Fig. 1: clock distribution
Drawn at 6 px/micron.
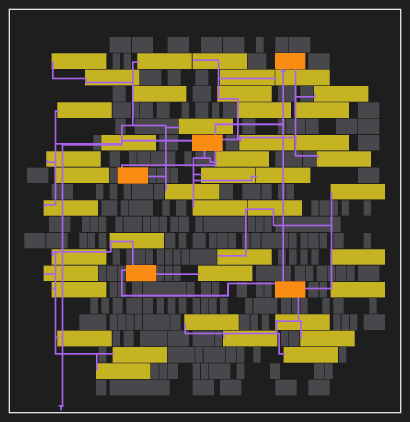
Fig. 2: M3 wires
Drawn at 8 px/micron.
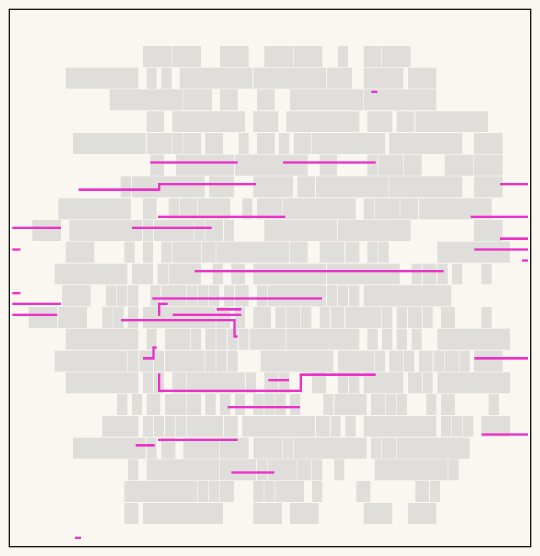
Fig. 3: placement density heat map
Drawn at 6 px/micron. The die is cut into 6 by 7 equal tiles; white is low, dark blue is high, 0 to 100% covered.
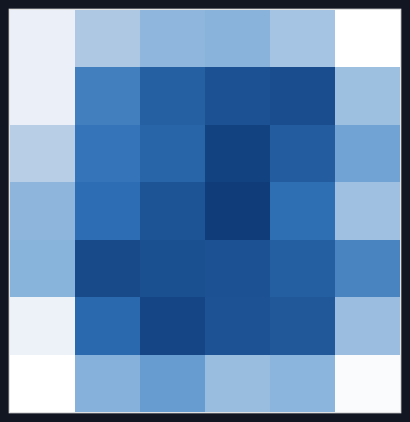
Fig. 4: the clock network
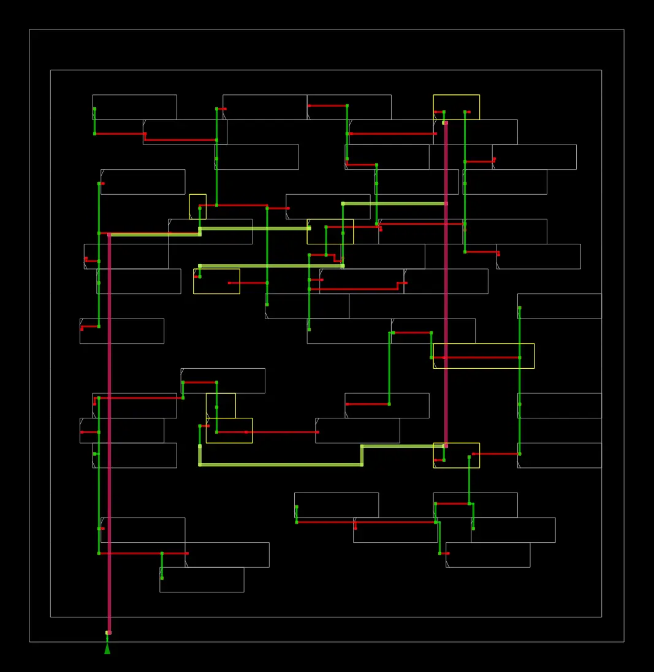
### config.mk
export PLATFORM = sky130hd
export DESIGN_NAME = div8_4_seq
export DESIGN_NICKNAME = d
export VERILOG_FILES = /design/src/rtl/div8_4_seq.sv
export SDC_FILE = /design/constraint.sdc
export NUM_CORES = 1
export LEC_CHECK = 0
export ABC_AREA = 1
export ABC_CLOCK_PERIOD_IN_PS = 2800
export CORE_AREA = 2 2 63 65
export DETAILED_ROUTE_END_ITERATION = 10
export DIE_AREA = 0 0 65 67
export GPL_TIMING_DRIVEN = 0
export PLACE_DENSITY = 0.88
export SYNTH_ARGS = -nofsm -noshare
export SYNTH_HDL_FRONTEND = slang
export SYNTH_SLANG_ARGS = --single-unit
### constraint.sdc
create_clock -name clk -period 2.8 [get_ports clk]
set_input_delay 0.42 -clock clk [delete_from_list [all_inputs] [get_ports clk]]
set_output_delay 0.42 -clock clk [all_outputs]
set_load 0.05 [all_outputs]
### src/rtl/div8_4_seq.sv
// Sequential 8-bit by 4-bit unsigned restoring divider, one quotient bit per clock.
// A zero divisor short-circuits to DONE with Q=8'hFF, R=N[3:0] and div_zero set.
module div8_4_seq (
  input  logic       clk,
  input  logic       rst_n,
  input  logic       start,
  input  logic [7:0] N,
  input  logic [3:0] D,
  output logic [7:0] Q,
  output logic [3:0] R,
  output logic       busy,
  output logic       done,
  output logic       div_zero
);

  typedef enum logic [1:0] {
    IDLE = 2'd0,
    CALC = 2'd1,
    DONE = 2'd2
  } state_t;

  state_t      state_r;
  state_t      state_nx_s;

  logic [7:0]  n_r;
  logic [3:0]  d_r;
  logic [3:0]  pr_r;
  logic [6:0]  q_acc_r;
  logic [2:0]  cnt_r;

  logic [7:0]  q_r;
  logic [3:0]  r_r;
  logic        busy_r;
  logic        done_r;
  logic        div_zero_r;

  logic        n_bit_s;
  logic [4:0]  pr_shift_s;
  logic [3:0]  pr_diff_s;
  logic [3:0]  pr_next_s;
  logic        q_bit_s;

  // Next-state decode for the IDLE/CALC/DONE sequencer
  always_comb begin
    state_nx_s = state_r;
    case (state_r)
      IDLE: begin
        if (start) begin
          if (D != 4'd0) begin
            state_nx_s = CALC;
          end else begin
            state_nx_s = DONE;
          end
        end else begin
          state_nx_s = IDLE;
        end
      end
      CALC: begin
        if (cnt_r == 3'd7) begin
          state_nx_s = DONE;
        end else begin
          state_nx_s = CALC;
        end
      end
      DONE:    state_nx_s = IDLE;
      default: state_nx_s = IDLE;
    endcase
  end

  // One restoring step; the stored remainder is always below D, so the
  // difference is exact in 4 bits whenever the subtraction is taken.
  always_comb begin
    n_bit_s    = n_r[3'd7 - cnt_r];
    pr_shift_s = {pr_r, n_bit_s};
    pr_diff_s  = pr_shift_s[3:0] - d_r;
    q_bit_s    = 1'b0;
    pr_next_s  = pr_shift_s[3:0];
    if (pr_shift_s >= {1'b0, d_r}) begin
      q_bit_s   = 1'b1;
      pr_next_s = pr_diff_s;
    end else begin
      q_bit_s   = 1'b0;
      pr_next_s = pr_shift_s[3:0];
    end
  end

  // State register
  always_ff @(posedge clk or negedge rst_n) begin
    if (!rst_n) begin
      state_r <= IDLE;
    end else begin
      state_r <= state_nx_s;
    end
  end

  // Operand capture and iteration datapath
  always_ff @(posedge clk or negedge rst_n) begin
    if (!rst_n) begin
      n_r     <= 8'd0;
      d_r     <= 4'd0;
      pr_r    <= 4'd0;
      q_acc_r <= 7'd0;
      cnt_r   <= 3'd0;
    end else begin
      case (state_r)
        IDLE: begin
          if (start) begin
            n_r     <= N;
            d_r     <= D;
            pr_r    <= 4'd0;
            q_acc_r <= 7'd0;
            cnt_r   <= 3'd0;
          end
        end
        CALC: begin
          pr_r    <= pr_next_s;
          q_acc_r <= {q_acc_r[5:0], q_bit_s};
          cnt_r   <= cnt_r + 3'd1;
        end
        default: begin
          pr_r <= pr_r;
        end
      endcase
    end
  end

  // Registered status and result; results change only on DONE entry
  always_ff @(posedge clk or negedge rst_n) begin
    if (!rst_n) begin
      q_r        <= 8'd0;
      r_r        <= 4'd0;
      busy_r     <= 1'b0;
      done_r     <= 1'b0;
      div_zero_r <= 1'b0;
    end else begin
      busy_r <= (state_nx_s == CALC);
      done_r <= (state_nx_s == DONE);
      if (state_nx_s == DONE && state_r == CALC) begin
        q_r        <= {q_acc_r, q_bit_s};
        r_r        <= pr_next_s;
        div_zero_r <= 1'b0;
      end else if (state_nx_s == DONE && state_r == IDLE) begin
        q_r        <= 8'hFF;
        r_r        <= N[3:0];
        div_zero_r <= 1'b1;
      end
    end
  end

  assign Q        = q_r;
  assign R        = r_r;
  assign busy     = busy_r;
  assign done     = done_r;
  assign div_zero = div_zero_r;

endmodule
==> flow_metrics.tcl <==
# flow metrics
set metrics [dict create \
    run_status "finished, final reports clean" \
    setup_viol 0 \
    grt_max_degree 26 \
    critPathCapture "R[2]" \
    r2r_setup_slack_ns 0.55 \
    final_max_slew_viol_count 0 \
    dr_wl_met3_microns 263 \
    switching_share_pct 46.21 \
    ys_cells 228 \
    worstPathArrival_ns 2.43 \
    hpwlAfterDp_microns 2957 \
    rows 22 \
    grt_pass1_wl_microns 7038 \
    clk_pin_slew_ns 0.08 \
    io_buffers 29 \
    cts-root-buf "clkbuf_8" \
    tool_warnings 26 \
    slew_headroom_pct 66.59 \
    synth-xor-area-share_pct 0.4276 \
    pwr-share-seq_pct 31.3 \
    ir_worst_vdd_v 0.0008844 \
    grt_pass1_vias 1591 \
    yosysWarnings 0 \
    path_cells "inv_1 -> nand2_1 -> nand3_1 -> nand2_1 -> nand2_1 -> nand2_1 -> inv_1 -> ha_1 -> nand2_1 -> o21a_1 -> nand2_1 -> inv_1 -> nand2_1 -> nand2_1 -> nand2_1 -> nand3_1" \
    worst-setup-path-type "reg2reg" \
    power_frac_clock_pct 14.2 \
    postSynthSeqShare_pct 52.54 \
    die_y_microns 67 \
    finalCritPeriodShare_pct 80.29 \
    postCtsSetupBuffers 0 \
    antenna_found_initial 0 \
    layout.nets 287 \
    crit_path_max_fanout 8 \
    synth_area_sq_um 2048 \
    p_switching_mw 1.567 \
    busiest_layer "met2" \
    dpl_cell_area_sq_um 2421 \
    max_stage_delay_ns 0.49 \
    cts-resized-gates 0 \
    routed_via_density 5.070 \
    crit_family "simple AND/OR/NAND/NOR gates" \
    common_cells "nand2_1 (68), dfrtp_1 (43), inv_1 (31)" \
    adder_share_pct 4.643 \
    fmax_mhz 444.8 \
    crit_buf_inv 3 \
    fillCellCount 262 \
    fp_nets 250 \
    synthToLayoutAreaGrowth_pct 23.70 \
    power_frac_comb_pct 54.5 \
    maxCapViolations 0 \
    post-place-ws_ns 0.6130 \
    most_common_cell "nand2_1" \
    powerDensity_nw_per_um2 1338 \
    wl_met1_microns 1755 \
    ys_chip_area_sq_um 2048 \
    reg2reg_from "cnt_r[0]" \
    ys_sh_simple_pct 22.60 \
    drc_errors 0 \
    drtIter0Drc 120 \
    leakagePower_nw 1.244 \
    ctsHoldBuffers 0 \
    antennaDiodeCount 0 \
    hold_class "in2async" \
    netlist_instances 228 \
    setup_slack_ns 0.5520 \
    cp.required_ns 2.99 \
    area_leaders "dfrtp_1 (53%), nand2_1 (12%), inv_1 (5.7%), ha_1 (3.7%), o21ai_0 (3.2%)" \
    post_route_cells_drive_above_1_share_pct 14.66 \
    synth_cell_types 28 \
    dr.pass1.iters 4 \
    place.gp.congestion 0.8704 \
    p_total_mw 3.390 \
    die-width_microns 65 \
    post_drt_wl_per_cell_microns 12.96 \
    startpoint_type "flip-flop" \
    grt_use_total_pct 21.93 \
    cts_tree "done" \
    intPower_mw 1.824 \
    edf_count 0 \
    dr.max_layer_used "met4" \
    fin_crit_ns 2.248 \
]
-- Fig. 1 (at the start) --
[yellow] flip-flops | count: 43
[purple] clock wires | length: 514 microns
[orange] cells driving clock nets | count: 5
routed clock nets: 6
clock group total power: 0.481 mW
Late-Pin Clk Latency: 0.30 ns
Worst Skew: 0.007848 ns

-- Fig. 2 (at the start) --
nets with wire on the layer: 27
wire length on this layer: 263 microns
GR Layer Usage met3: 4.223%
final wirelength: 4070 microns
Vias: 1592

-- Fig. 3 (at the start) --
densest ninth of the die: middle
emptiest ninth of the die: top left
nearly empty tiles: 4.8%
fullest tile: 95%
mean over tiles: 57%
tiles over 75% full: 41%
core area: 3606 sq um
Layout Utilization: 70.26%

-- Fig. 4 (at the start) --
Clock Buffer Count: 5
total CTS buffers: 5
# clock sinks: 43
registers: 43

-- final cells by class --
class | instances | area [sq um] | share of cell area (%)
inverters | 37 | 141.4 | 5.580
clock buffers | 5 | 68.82 | 2.716
multi-input cells | 145 | 800.8 | 31.60
well taps | 48 | 60.06 | 2.370
plain buffers | 3 | 30.03 | 1.185
repair buffers | 30 | 312.8 | 12.35
clock inverters | 3 | 43.79 | 1.728
flip-flops and latches | 43 | 1076 | 42.47
-- power groups by stage --
stage | combinational, mW | sequential [mW] | clock (mW)
final | 1.85 | 1.06 | 0.481
after global routing | 2.06 | 1.09 | 0.523
after CTS | 1.85 | 1.06 | 0.493
after detailed placement | 1.82 | 1.07 | 0
after global placement | 1.77 | 1.06 | 0
after floorplan | 1.04 | 1.37 | 0
Power and IR drop assume default switching activity.
